### Nets reached from selected ports

Bar = 20 um.
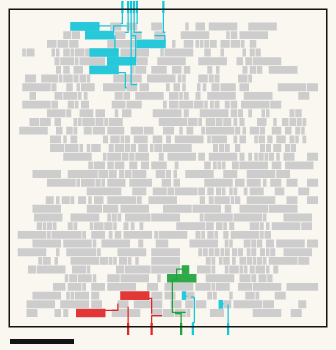
### Where the registers sit

Bar = 20 um.
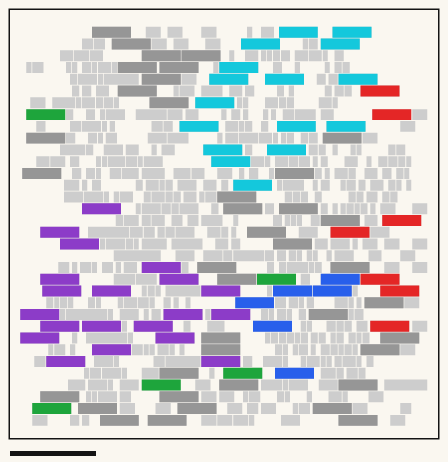
### Placed standard cells

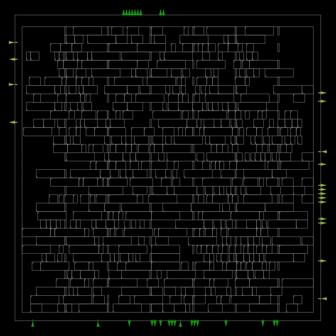
### Floorplan with the power grid

Bar = 20 um. Pins as bars on the die edge. Tap cells in grey.
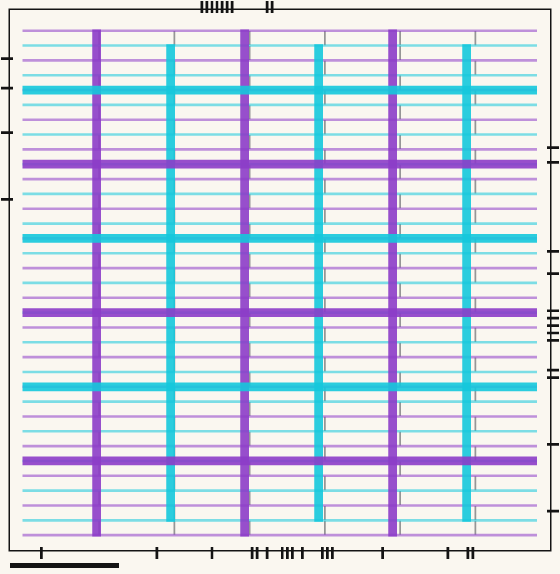
`config.mk`:
```
export PLATFORM = sky130hd
export DESIGN_NAME = multi_zone_clock
export DESIGN_NICKNAME = d
export VERILOG_FILES = /design/src/rtl/multi_zone_clock.sv
export SDC_FILE = /design/constraint.sdc
export NUM_CORES = 1
export LEC_CHECK = 0
export CORE_MARGIN = 2
export CORE_UTILIZATION = 55
export DETAILED_ROUTE_END_ITERATION = 8
export GPL_TIMING_DRIVEN = 0
export PLACE_DENSITY = 0.76
export SYNTH_ARGS = -nofsm -noshare
export SYNTH_HDL_FRONTEND = slang
export SYNTH_SLANG_ARGS = --single-unit
export TNS_END_PERCENT = 50
```
`constraint.sdc`:
```
create_clock -name clk_1k -period 7.1 [get_ports clk_1k]
set_input_delay 1.42 -clock clk_1k [delete_from_list [all_inputs] [get_ports clk_1k]]
set_output_delay 1.42 -clock clk_1k [all_outputs]
set_load 0.01 [all_outputs]
```
`src/rtl/multi_zone_clock.sv`:
```
// Multi-zone BCD wall clock with per-zone hour offsets and 12h/24h display.
// Ports: clk_1k/clr_sw_n, five level buttons, BCD time, zone and day outputs.
module multi_zone_clock #(
    parameter int TICKS_PER_SEC = 1000,
    parameter int N_ZONES       = 4,
    parameter int ZW            = $clog2(N_ZONES)
) (
    input  logic          clk_1k,
    input  logic          clr_sw_n,
    input  logic          btn_hour_inc,
    input  logic          btn_min_inc,
    input  logic          btn_zone_next,
    input  logic          btn_ofs_inc,
    input  logic          btn_mode,
    output logic [7:0]    disp_hour,
    output logic [7:0]    disp_min,
    output logic [7:0]    disp_sec,
    output logic          pm,
    output logic          mode_12h,
    output logic [ZW-1:0] zone_idx,
    output logic [4:0]    zone_ofs,
    output logic [1:0]    day_adj,
    output logic          sec_tick
);

    localparam logic [15:0] TERM = 16'(TICKS_PER_SEC - 1);

    // Offsets are 5-bit two's complement hours
    localparam logic [4:0] OFS_MAX = 5'd14;
    localparam logic [4:0] OFS_MIN = 5'b10100;

    // Button bit order: {mode, ofs, zone, min, hour}
    logic [4:0]    btn_now;
    logic [4:0]    btn_prev_q;
    logic [4:0]    press;

    logic [15:0]   presc_q, presc_d;
    logic [5:0]    sec_q, sec_d;
    logic [5:0]    min_q, min_d;
    logic [4:0]    hour_q, hour_d;
    logic [ZW-1:0] zone_q, zone_d;
    logic          mode_q, mode_d;
    logic [4:0]    ofs_q [N_ZONES];
    logic [4:0]    ofs_d [N_ZONES];

    logic          tick;
    logic          hour_carry;
    logic [1:0]    hour_inc;
    logic [5:0]    hsum;

    logic [4:0]    ofs_sel;
    logic [6:0]    lsum;
    logic [4:0]    lhour;
    logic [1:0]    day_d;
    logic [4:0]    shown_hr;
    logic          pm_d;

    logic [7:0]    disp_hour_q;
    logic [7:0]    disp_min_q;
    logic [7:0]    disp_sec_q;
    logic          pm_q;
    logic          mode_out_q;
    logic [ZW-1:0] zone_out_q;
    logic [4:0]    zone_ofs_q;
    logic [1:0]    day_adj_q;
    logic          sec_tick_q;

    function automatic logic [7:0] to_bcd(input logic [5:0] v);
        logic [5:0] t;
        logic [5:0] u;
        t = v / 6'd10;
        u = v % 6'd10;
        return {t[3:0], u[3:0]};
    endfunction

    assign btn_now = {btn_mode, btn_ofs_inc, btn_zone_next,
                      btn_min_inc, btn_hour_inc};
    assign press   = btn_now & ~btn_prev_q;
    assign tick    = (presc_q == TERM);

    // Time-of-day next state
    always_comb begin
        presc_d    = presc_q + 16'd1;
        sec_d      = sec_q;
        min_d      = min_q;
        hour_carry = 1'b0;
        if (press[1]) begin
            // Minute set wins over a tick and never carries into the hour
            min_d   = (min_q == 6'd59) ? 6'd0 : min_q + 6'd1;
            sec_d   = 6'd0;
            presc_d = 16'd0;
        end else if (tick) begin
            presc_d = 16'd0;
            if (sec_q == 6'd59) begin
                sec_d = 6'd0;
                if (min_q == 6'd59) begin
                    min_d      = 6'd0;
                    hour_carry = 1'b1;
                end else begin
                    min_d = min_q + 6'd1;
                end
            end else begin
                sec_d = sec_q + 6'd1;
            end
        end
        // Tick carry and an hour press can both land in one cycle
        hour_inc = {1'b0, hour_carry} + {1'b0, press[0]};
        hsum     = {1'b0, hour_q} + {4'd0, hour_inc};
        hour_d   = (hsum >= 6'd24) ? 5'(hsum - 6'd24) : hsum[4:0];
    end

    // Zone, offset and mode next state
    always_comb begin
        mode_d = mode_q ^ press[4];
        zone_d = zone_q;
        if (press[2]) begin
            zone_d = (zone_q == ZW'(N_ZONES - 1)) ? '0 : zone_q + ZW'(1);
        end
        ofs_d = ofs_q;
        // Uses the pre-switch zone; zone 0 stays pinned at zero
        if (press[3] && (zone_q != '0)) begin
            ofs_d[zone_q] = (ofs_q[zone_q] == OFS_MAX) ?
                            OFS_MIN : ofs_q[zone_q] + 5'd1;
        end
    end

    // Local hour and display formatting from current state
    always_comb begin
        ofs_sel = ofs_q[zone_q];
        lsum    = {2'b00, hour_q} + {{2{ofs_sel[4]}}, ofs_sel};
        if ($signed(lsum) > 7'sd23) begin
            lhour = 5'(lsum - 7'd24);
            day_d = 2'b01;
        end else if (lsum[6]) begin
            lhour = 5'(lsum + 7'd24);
            day_d = 2'b11;
        end else begin
            lhour = lsum[4:0];
            day_d = 2'b00;
        end
        shown_hr = lhour;
        pm_d     = 1'b0;
        if (mode_q) begin
            pm_d = (lhour >= 5'd12);
            if (lhour == 5'd0) begin
                shown_hr = 5'd12;
            end else if (lhour > 5'd12) begin
                shown_hr = lhour - 5'd12;
            end
        end
    end

    always_ff @(posedge clk_1k or negedge clr_sw_n) begin
        if (!clr_sw_n) begin
            btn_prev_q <= '0;
            presc_q    <= '0;
            sec_q      <= '0;
            min_q      <= '0;
            hour_q     <= '0;
            zone_q     <= '0;
            mode_q     <= 1'b0;
            for (int i = 0; i < N_ZONES; i++) begin
                ofs_q[i] <= '0;
            end
        end else begin
            btn_prev_q <= btn_now;
            presc_q    <= presc_d;
            sec_q      <= sec_d;
            min_q      <= min_d;
            hour_q     <= hour_d;
            zone_q     <= zone_d;
            mode_q     <= mode_d;
            for (int i = 0; i < N_ZONES; i++) begin
                ofs_q[i] <= ofs_d[i];
            end
        end
    end

    // Output stage trails the state by one cycle
    always_ff @(posedge clk_1k or negedge clr_sw_n) begin
        if (!clr_sw_n) begin
            disp_hour_q <= '0;
            disp_min_q  <= '0;
            disp_sec_q  <= '0;
            pm_q        <= 1'b0;
            mode_out_q  <= 1'b0;
            zone_out_q  <= '0;
            zone_ofs_q  <= '0;
            day_adj_q   <= '0;
            sec_tick_q  <= 1'b0;
        end else begin
            disp_hour_q <= to_bcd({1'b0, shown_hr});
            disp_min_q  <= to_bcd(min_q);
            disp_sec_q  <= to_bcd(sec_q);
            pm_q        <= pm_d;
            mode_out_q  <= mode_q;
            zone_out_q  <= zone_q;
            zone_ofs_q  <= ofs_sel;
            day_adj_q   <= day_d;
            sec_tick_q  <= tick;
        end
    end

    assign disp_hour = disp_hour_q;
    assign disp_min  = disp_min_q;
    assign disp_sec  = disp_sec_q;
    assign pm        = pm_q;
    assign mode_12h  = mode_out_q;
    assign zone_idx  = zone_out_q;
    assign zone_ofs  = zone_ofs_q;
    assign day_adj   = day_adj_q;
    assign sec_tick  = sec_tick_q;

endmodule

```
==> flow_metrics.env <==
# flow metrics
export IMPL_grt_antenna_before_repair=0
export IMPL_ys_types=71
export IMPL_initialDrtViolationCount=134
export IMPL_hp_start="ofs_q[17]"
export IMPL_synthAoiAreaFrac_pct=15.1
export IMPL_cp_common_cell="ha_1"
export IMPL_cts_max_path_buffers=2
export IMPL_crit_path_max_incr_delay_ns=0.74
export IMPL_tns_ns=0
export IMPL_critPathCaptureType="flop"
export IMPL_top_cell_area_share_pct=46.9
export IMPL_crit_end="disp_hour[2]"
export IMPL_placed_area_um2=5520
export IMPL_required_ns=7.35
export IMPL_ys_cells=493
export IMPL_grt_setup_unrepaired="no"
export IMPL_syn_inst=493
export IMPL_yosys_area_share_adder_pct=7.81
export IMPL_synth_main_ff_cell="dfrtp_1"
export IMPL_cp_top_family="AND-OR/OR-AND gates"
export IMPL_whs_path_depth=1
export IMPL_slew_headroom_pct=16.9
export IMPL_grt_pass1_vias=3773
export IMPL_edf_count=0
export IMPL_status="completed"
export IMPL_mostFrequentLayoutCells="dfrtp_1 (93), nand2_1 (61), clkdlybuf4s50_1 (37)"
export IMPL_final_cell_area_um2=5710
export IMPL_ys_sh_simple_pct=17.7
export IMPL_dp_slack_ns=1.02
export IMPL_hold_viol_final=0
export IMPL_cts_tree="done"
export IMPL_powerDensity_nw_per_um2=393
export IMPL_whs_ns=0.457
export IMPL_crit_slowest_cell="mux4_1"
export IMPL_dr_pass1_iters=4
export IMPL_worst_slew_pin_slew_ns=1.24
export IMPL_setup_ws_ns=0.937
export IMPL_ys_seq_share_pct=46.9
export IMPL_cts_sinks=93
export IMPL_r2r_end="disp_hour[2]"
export IMPL_cts_buffers=9
export IMPL_lay_top_count="dfrtp_1"
export IMPL_worstSetupPathType="reg -> reg"
## Picture notes: 'Nets reached from selected ports'
Cyan marks `disp_hour`, bits 8, direction output, end cells 8, buffers 8, wire 112 um. Green marks `btn_hour_inc`, bits 1, direction input, end cells 2, buffers 1, wire 26.4 um. Red marks `zone_idx`, bits 2, direction output, end cells 2, buffers 2, wire 23.6 um.
port buffer count: 38
Ports: 43

## Picture notes: 'Where the registers sit'
Cyan marks `presc_q`, placed flops 16. Purple marks `ofs_q`, placed flops 20. Green marks `btn_prev_q`, placed flops 5. Red marks `disp_sec`, placed flops 7. Blue marks `min_q`, placed flops 6.
Another 39 sequential cells are not coloured.
final core utilization: 65.4%
sequential cell area share: 40.8%
Register Area: 2330 um^2
Seq group: 0.740 mW

## Picture notes: 'Placed standard cells'
Rows: 34
final std cells w/o fill: 659

## Picture notes: 'Floorplan with the power grid'
Cyan marks VDD. Purple marks VSS.
108 tap cells. 35 met1 rails follow the rows. The core has 34 rows.
core area: 8720 um^2
die width: 99.0 um
Die Y: 99.0 um
Worst VDD drop: 0.263 mV

## registers in the layout, indices dropped and copies added, names as in the netlist
name and count:
disp_min 7, disp_hour 6, zone_q 2, mode_q 1
pm 1, hour_q 5, presc_q 16, disp_sec 7
min_q 6, btn_prev_q 5, sec_tick 1, zone_idx 2
sec_q 6, day_adj 2, ofs_q 20, zone_ofs 5
mode_12h 1
## report_power, final
part           leakage, nW  internal (mW)  switching [mW]
Combinational         1.23          0.504           0.654
Clock               0.0939          0.164           0.183
Sequential            1.22          0.650          0.0899
## logic make-up (layout without fill, tap and decap cells)
kind of cell / count (synthesis) / after routing
xor gates and xnor gates: 26 / 26
muxes: 10 / 10
DFF: 93 / 93
buffers and inverters: 44 / 99
adders and majority gates: 30 / 30
other: 1 / 4
and+or+nand+nor: 180 / 180
AOI/OAI and AO/OA: 109 / 109
## layout make-up
cell class	count	area (um^2)	share of cell area, %
buffer	21	109	1.91
tap	108	135	2.37
inverter	23	86.3	1.51
multi-input combinational	359	2450	43.0
clock buffer	11	131	2.30
clock inverter	5	60.1	1.05
timing repair buffer	39	405	7.10
sequential	93	2330	40.8
## worst reg2reg max path, delay by kind of cell, from the launching register on
family | cells | cell delay [ns]
compound gates | 8 | 2.10
flops | 1 | 0.43
fa+ha+maj | 5 | 1.58
buf+inv | 2 | 0.23
simple gates | 4 | 0.71
mux | 2 | 0.88
xor+xnor | 1 | 0.11
## metal layers
metal,part of all wire [%],up-vias,global-route usage [%]
met3,2.9,21,3.05
met2,50,72,35.6
li1,-,1827,-
met5,0,-,0
met4,2.3,0,8.75
met1,45,1836,26.9
Power is estimated from default activity; no workload was simulated.
